==> src/rtl/instruction_ram_loader_pkg.sv <==
// Shared loader types: FSM state encoding and frame geometry constants.
// Pure declarations; no timing or backpressure of its own.
package instruction_ram_loader_pkg;

    typedef enum logic [2:0] {
        IDLE,
        CNT_HI,
        CNT_LO,
        PAYLOAD,
        WRITE,
        CHECK,
        DONE,
        ERROR
    } loader_state_t;

    localparam int BYTES_PER_WORD = 4;
    localparam int COUNT_WIDTH    = 16;

endpackage

==> src/rtl/instruction_ram_loader_if.sv <==
// Byte-stream input and RAM write port of the loader; master is the loader side.
// No timing of its own; byte_ready is the only backpressure signal.
interface instruction_ram_loader_if #(
    parameter int ADDR_WIDTH = 10,
    parameter int WORD_WIDTH = 32
);
    logic [7:0]            byte_in;
    logic                  byte_valid;
    logic                  byte_ready;
    logic                  write_enable;
    logic [ADDR_WIDTH-1:0] write_address;
    logic [WORD_WIDTH-1:0] write_data;

    modport master (
        input  byte_in, byte_valid,
        output byte_ready, write_enable, write_address, write_data
    );

    modport slave (
        output byte_in, byte_valid,
        input  byte_ready, write_enable, write_address, write_data
    );
endinterface

==> src/rtl/instruction_ram_loader_word_assembler.sv <==
// Shifts stream bytes MSB-first into a word; word_full pulses the cycle after the last byte.
// No backpressure: shifts only when the FSM reports an accepted payload byte.
module loader_word_assembler
    import instruction_ram_loader_pkg::*;
#(
    parameter int WORD_WIDTH = 32
) (
    input  logic                  clock,
    input  logic                  reset,
    input  logic                  clear,
    input  logic                  shift_en,
    input  logic [7:0]            byte_in,
    output logic [WORD_WIDTH-1:0] word,
    output logic [1:0]            byte_idx,
    output logic                  word_full
);

    always_ff @(posedge clock) begin
        if (!reset || clear) begin
            word      <= '0;
            byte_idx  <= '0;
            word_full <= 1'b0;
        end else begin
            // One-cycle pulse; no shift can follow immediately since the FSM holds off in WRITE.
            word_full <= shift_en && (byte_idx == 2'(BYTES_PER_WORD - 1));
            if (shift_en) begin
                word     <= {word[WORD_WIDTH-9:0], byte_in};
                byte_idx <= byte_idx + 2'd1;
            end
        end
    end

endmodule

==> src/rtl/instruction_ram_loader.sv <==
// Assembles a counted big-endian byte frame into words written from BASE_ADDRESS; write 1 cycle after 4th byte.
// byte_ready is low outside CNT_HI/CNT_LO/PAYLOAD/CHECK; LOADER_CHECKSUM_EN adds a trailing XOR byte check.
module instruction_ram_loader
    import instruction_ram_loader_pkg::*;
#(
    parameter int ADDR_WIDTH   = 10,
    parameter int WORD_WIDTH   = 32,
    parameter int BASE_ADDRESS = 0
) (
    input  logic                      clock,
    input  logic                      reset,
    input  logic                      start,
    instruction_ram_loader_if.master  bus,
    output logic                      busy,
    output logic                      load_done,
    output logic                      load_error
);

    localparam int          WL_WIDTH = ADDR_WIDTH + 1;
    localparam int unsigned CAPACITY = 1 << ADDR_WIDTH;

    loader_state_t          state;
    logic [7:0]             count_hi;
    logic [WL_WIDTH-1:0]    words_left;
    logic [ADDR_WIDTH-1:0]  address;
    logic [COUNT_WIDTH-1:0] count;
    logic                   transfer;
    logic                   clear_word;
    logic                   shift_en;
    logic [1:0]             byte_idx;
    logic [WORD_WIDTH-1:0]  word;
    logic                   word_full;
`ifdef LOADER_CHECKSUM_EN
    logic [7:0]             csum;
`endif

    assign bus.byte_ready = (state == CNT_HI) || (state == CNT_LO) ||
                            (state == PAYLOAD) || (state == CHECK);
    assign transfer   = bus.byte_valid && bus.byte_ready;
    assign count      = {count_hi, bus.byte_in};
    assign clear_word = start && ((state == IDLE) || (state == DONE) || (state == ERROR));
    assign shift_en   = transfer && (state == PAYLOAD);

    assign bus.write_enable  = word_full;
    assign bus.write_address = address;
    assign bus.write_data    = word;

    loader_word_assembler #(.WORD_WIDTH(WORD_WIDTH)) u_assembler (
        .clock     (clock),
        .reset     (reset),
        .clear     (clear_word),
        .shift_en  (shift_en),
        .byte_in   (bus.byte_in),
        .word      (word),
        .byte_idx  (byte_idx),
        .word_full (word_full)
    );

    always_ff @(posedge clock) begin
        if (!reset) begin
            state      <= IDLE;
            count_hi   <= '0;
            words_left <= '0;
            address    <= '0;
            busy       <= 1'b0;
            load_done  <= 1'b0;
            load_error <= 1'b0;
`ifdef LOADER_CHECKSUM_EN
            csum       <= '0;
`endif
        end else begin
`ifdef LOADER_CHECKSUM_EN
            if (clear_word)
                csum <= '0;
            else if (transfer && (state != CHECK))
                csum <= csum ^ bus.byte_in;
`endif
            case (state)
                IDLE, DONE, ERROR: begin
                    if (start) begin
                        state      <= CNT_HI;
                        busy       <= 1'b1;
                        load_done  <= 1'b0;
                        load_error <= 1'b0;
                    end
                end
                CNT_HI: begin
                    if (transfer) begin
                        count_hi <= bus.byte_in;
                        state    <= CNT_LO;
                    end
                end
                CNT_LO: begin
                    if (transfer) begin
                        if (count == '0) begin
`ifdef LOADER_CHECKSUM_EN
                            state     <= CHECK;
`else
                            state     <= DONE;
                            busy      <= 1'b0;
                            load_done <= 1'b1;
`endif
                        end else if (32'(count) > CAPACITY) begin
                            state      <= ERROR;
                            busy       <= 1'b0;
                            load_error <= 1'b1;
                        end else begin
                            words_left <= WL_WIDTH'(count);
                            address    <= ADDR_WIDTH'(BASE_ADDRESS);
                            state      <= PAYLOAD;
                        end
                    end
                end
                PAYLOAD: begin
                    if (transfer && (byte_idx == 2'(BYTES_PER_WORD - 1)))
                        state <= WRITE;
                end
                WRITE: begin
                    // The assembler strobes write_enable during this cycle; advance afterwards.
                    address    <= address + 1'b1;
                    words_left <= words_left - 1'b1;
                    if (words_left == WL_WIDTH'(1)) begin
`ifdef LOADER_CHECKSUM_EN
                        state     <= CHECK;
`else
                        state     <= DONE;
                        busy      <= 1'b0;
                        load_done <= 1'b1;
`endif
                    end else begin
                        state <= PAYLOAD;
                    end
                end
`ifdef LOADER_CHECKSUM_EN
                CHECK: begin
                    if (transfer) begin
                        busy <= 1'b0;
                        if (bus.byte_in == csum) begin
                            state     <= DONE;
                            load_done <= 1'b1;
                        end else begin
                            state      <= ERROR;
                            load_error <= 1'b1;
                        end
                    end
                end
`endif
                default: state <= IDLE;
            endcase
        end
    end

endmodule

==> src/flat_wrapper.sv <==
// flat-port wrapper written by rule: the top's interface ports become plain ports
module instruction_ram_loader_flat import instruction_ram_loader_pkg::*;
#(
    parameter int ADDR_WIDTH   = 10,
    parameter int WORD_WIDTH   = 32,
    parameter int BASE_ADDRESS = 0
)
  (clock, reset, start, busy, load_done, load_error, bus_byte_in, bus_byte_valid, bus_byte_ready, bus_write_enable, bus_write_address, bus_write_data);
  instruction_ram_loader_if #(.ADDR_WIDTH(ADDR_WIDTH), .WORD_WIDTH(WORD_WIDTH)) bus_i ();
  input  logic clock;
  input  logic reset;
  input  logic start;
  output logic busy;
  output logic load_done;
  output logic load_error;
  input wire logic [$bits(bus_i.byte_in)-1:0] bus_byte_in;
  input wire logic [$bits(bus_i.byte_valid)-1:0] bus_byte_valid;
  output wire logic [$bits(bus_i.byte_ready)-1:0] bus_byte_ready;
  output wire logic [$bits(bus_i.write_enable)-1:0] bus_write_enable;
  output wire logic [$bits(bus_i.write_address)-1:0] bus_write_address;
  output wire logic [$bits(bus_i.write_data)-1:0] bus_write_data;
  assign bus_i.byte_in = bus_byte_in;
  assign bus_i.byte_valid = bus_byte_valid;
  assign bus_byte_ready = bus_i.byte_ready;
  assign bus_write_enable = bus_i.write_enable;
  assign bus_write_address = bus_i.write_address;
  assign bus_write_data = bus_i.write_data;
  instruction_ram_loader #(.ADDR_WIDTH(ADDR_WIDTH), .WORD_WIDTH(WORD_WIDTH), .BASE_ADDRESS(BASE_ADDRESS)) u_core (.clock(clock), .reset(reset), .start(start), .bus(bus_i), .busy(busy), .load_done(load_done), .load_error(load_error));
endmodule
==> config.mk <==
export PLATFORM = sky130hd
export DESIGN_NAME = instruction_ram_loader_flat
export DESIGN_NICKNAME = d
export VERILOG_FILES = /design/src/rtl/instruction_ram_loader_pkg.sv /design/src/rtl/instruction_ram_loader_if.sv /design/src/rtl/instruction_ram_loader_word_assembler.sv /design/src/rtl/instruction_ram_loader.sv /design/src/flat_wrapper.sv
export SDC_FILE = /design/constraint.sdc
export NUM_CORES = 1
export LEC_CHECK = 0
export CAP_MARGIN = 20
export CORE_ASPECT_RATIO = 2
export CORE_MARGIN = 2
export CORE_UTILIZATION = 52
export CTS_CLUSTER_SIZE = 20
export DETAILED_ROUTE_END_ITERATION = 8
export PLACE_DENSITY = 0.79
export REMOVE_ABC_BUFFERS = 1
export SLEW_MARGIN = 40
export SYNTH_ARGS = -nofsm -noshare
export SYNTH_HDL_FRONTEND = slang
export SYNTH_SLANG_ARGS = --single-unit
export TNS_END_PERCENT = 100
==> constraint.sdc <==
create_clock -name clock -period 2.05 [get_ports clock]
set_input_delay 0.3075 -clock clock [delete_from_list [all_inputs] [get_ports clock]]
set_output_delay 0.3075 -clock clock [all_outputs]
set_load 0.005 [all_outputs]
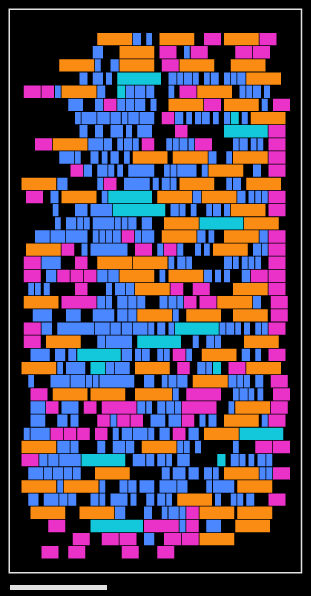
(images/placement_by_type.png)
Scale bar: 20 µm.
legend:
  blue:
    class: combinational and other logic
    cells: 323
  cyan:
    class: clock drivers and dummy loads
    cells: 16
  magenta:
    class: other buffers and delay cells
    cells: 95
  orange:
    class: flops
    cells: 70
post-layout util: 74.44%
row count: 40

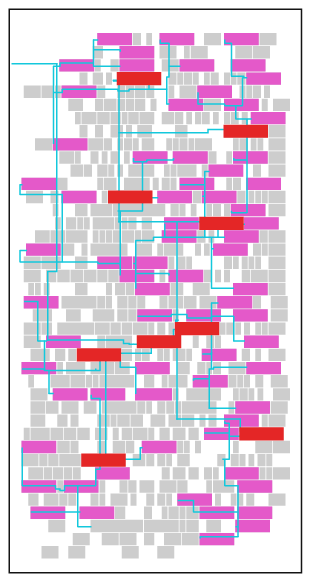
(images/clk_routes.png)
legend:
  cyan:
    item: clock wires
    length: 864 µm
  magenta:
    item: flip-flops
    count: 70
  red:
    item: clock drivers
    count: 9
flops lie: widely spread
routed clock nets: 10
P_clk: 1.63 mW
skew final: 0.007250 ns
Clock Power Share: 30.0%
Late-Pin Clk Latency: 0.33 ns

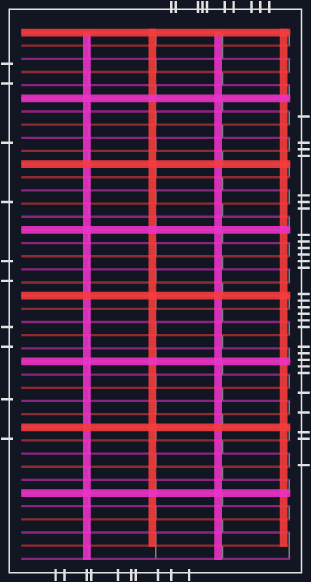
(images/power_grid.png)
Pins as bars on the die edge. Tap cells in grey.
legend:
  red:
    net: VDD
  magenta:
    net: VSS
tap cells: 84
met1 rails: 41
signal pins: 59
Max VDD drop: 685.1 µV
area of the core: 0.006056 mm²

path summary, 6_finish.rpt:
check / from / end / slack [ns] / cells after the start
worst max-delay path: u_core.count_hi[3] / u_core.bus.write_address[2] / 0.06 / 5
worst min-delay path: u_core.u_assembler.word[30] / u_core.u_assembler.word[30] / 0.45 / 2
worst max register to register: u_core.count_hi[3] / u_core.bus.write_address[2] / 0.06 / 5
worst min register to register: u_core.u_assembler.word[30] / u_core.u_assembler.word[30] / 0.45 / 2
layout by cell type, fill, tap and decap left out, drive strengths merged, types with 8 or more instances in the layout:
cell,netlist,final
nand2,115,115
dfxtp,70,70
a21oi,62,62
clkdlybuf4s50,0,58
buf,4,37
nor2,23,23
nand3,11,11
nor3,11,11
clkbuf,24,9
inv,8,8
cells by family after synthesis:
| logic type | synth area share [%] |
|---|---|
| muxes | 1.415 |
| adders and majority gates | 1.530 |
| AOI/OAI and AO/OA | 21.45 |
| and+or+nand+nor | 27.69 |
| buffers and inverters | 4.551 |
| xor gates and xnor gates | 0.5355 |
| DFF | 42.83 |
stage by stage:
| stage | util (%) | hold WS [ns] | setup TNS, ns |
|---|---|---|---|
| final | 74.44 | 0.4544 | 0 |
| after global routing | 74.44 | 0.4723 | 0 |
| after CTS | 74.26 | 0.4561 | 0 |
| after detailed placement | 69.05 | 0.4481 | -3.101 |
| after global placement | 69.05 | 0.4409 | -2.627 |
| after floorplan | - | 0.4237 | -4.201 |
layout make-up:
cell class              count  area, µm²  area share, %
clock buffers               9      225.2          4.996
well taps                  84      105.1          2.331
repair buffers             95      920.9          20.43
inverters                   8      30.03         0.6661
flip-flops and latches     70       1403          31.11
multi-input cells         315       1735          38.50
clock inverters             7      88.84          1.971
synthesized netlist by cell type (2+ instances only):
library cell,n
a2111o_1,4
a211oi_1,2
a21boi_0,3
a21oi_1,62
a31oi_1,5
a32oi_1,2
and3_1,3
and4_1,2
buf_2,2
clkbuf_1,24
dfxtp_1,70
ha_1,4
inv_1,8
mux2i_1,2
nand2_1,115
nand2b_1,5
nand3_1,11
nand4_1,5
nor2_1,22
nor2b_1,2
nor3_1,11
nor4_1,5
nor4_2,2
o2111ai_1,5
o21ai_0,6
o22ai_1,5
o2bb2ai_1,2
o31a_1,2
o41ai_1,2
metal layers:
metal / global-route usage, % / part of all wire (%) / wire [µm]
met1: 27.69 / 36 / 3202
met2: 47.61 / 54 / 4747
met3: 4.873 / 5.0 / 441
met4: 16.44 / 5.2 / 458
met5: 0 / 0 / 0
timing repair:
| action | CTS | global route |
|---|---|---|
| pin swaps | 0 | 0 |
| setup endpoints to repair | 1 | 6 |
| gates resized | 1 | 4 |
where the power goes:
group / switching, mW / total, mW / leakage [nW] / internal [mW]
sequential: 0.229 / 1.76 / 0.566 / 1.53
clock: 0.573 / 1.63 / 0.159 / 1.06
combinational: 1.14 / 2.04 / 0.891 / 0.904
total: 1.94 / 5.43 / 1.62 / 3.49
flip-flops by register name, indices dropped and copies added, names as in the netlist, 2 cells and up:
| register | cells |
|---|---|
| u_core.state | 3 |
| u_core.u_assembler.byte_idx | 2 |
| u_core.count_hi | 8 |
| u_core.words_left | 11 |
| u_core.bus.write_address | 10 |
| u_core.u_assembler.word | 32 |
==> run_results.csv <==
group,metric,value,unit
synthesis,flop_cell,"dfxtp_1",
timing,slew_headroom,59.72,%
global_routing,antenna_found_initial,0,
timing,period_used_share,96.95,%
timing,fmax,503.2,MHz
route,drc,0,
route,drtAntennaViolNets,0,
job,drv_cap,0,
timing,tightest_slew,0.5986,ns
route,drt_iter0_drc,247,
timing,setup_viol,0,
route,vias,3387,
synthesis,synth.cell_area,0.003272,mm²
synthesis,synthDistinctLibCells,57,
clock_network,postCtsHoldBufs,0,
global_routing,grt_max_degree,36,
critical_path,required,2.27,ns
synthesis,synthTopCellsByArea,"dfxtp_1 (43%), nand2_1 (13%), a21oi_1 (9.5%)",
critical_path,cp-start-kind,"register",
global_routing,track_usage,26.76,%
critical_path,crit_family,"simple AND/OR/NAND/NOR gates",
critical_path,crit_path_end_kind,"register",
clock_network,cts-htree-levels,3,
floorplanning,die_h,116.2,µm
layout,fin_area,0.004508,mm²
job,warnings,26,
route,drt-total-wl,8850,µm
clock_network,clk_pin_slew,0.05,ns
clock_network,cts_num_sinks,70,
outcome,status,"finished clean",
clock_network,ctsLongestPathBuffers,2,
synthesis,numSynthFlops,70,
layout,syn_to_final_growth,37.78,%
floorplanning,die_x,60.09,µm
pwr,p_per_area,1204,mW/mm²
critical_path,arrival,2.20,ns
critical_path,critPathBufInv,0,
floorplanning,initCoreUtil,54.03,%
layout,drive_above_1_share,13.69,%
global_routing,grt_pass1_wl,14230,µm
pwr,total_power,5.430,mW
route,dr.pass1.iters,5,
placement,numPortBuffers,58,
layout,antenna_cells,0,
layout,fillers,469,
route,routedWlPerCell,15.05,µm
synthesis,synth_top_area_share,42.83,%
timing,hold_viol_final,0,
synthesis,ys_chip_area,0.003272,mm²
critical_path,crit_type,"register to register",
timing,min_period,1.987,ns
synthesis,yosysTopAreaCell,"dfxtp_1",
critical_path,slowest_delay,0.61,ns
layout,finalNonFillerCells,588,
layout,nets,515,
synthesis,syn_inst,421,
critical_path,path_cells,"or4_4 > nor4_1 > a31o_2 > nor2_1 > mux2_2",
timing,fin_ws,0.06258,ns
clock_network,post-cts-setup-buffers,0,
synthesis,ys_cells,421,
clock_network,cts_tree,"yes",
floorplanning,io_pins,59,
placement,place_congestion,0.8960,
synthesis,yosysSeqAreaShare,42.83,%
Power and IR drop assume default switching activity.
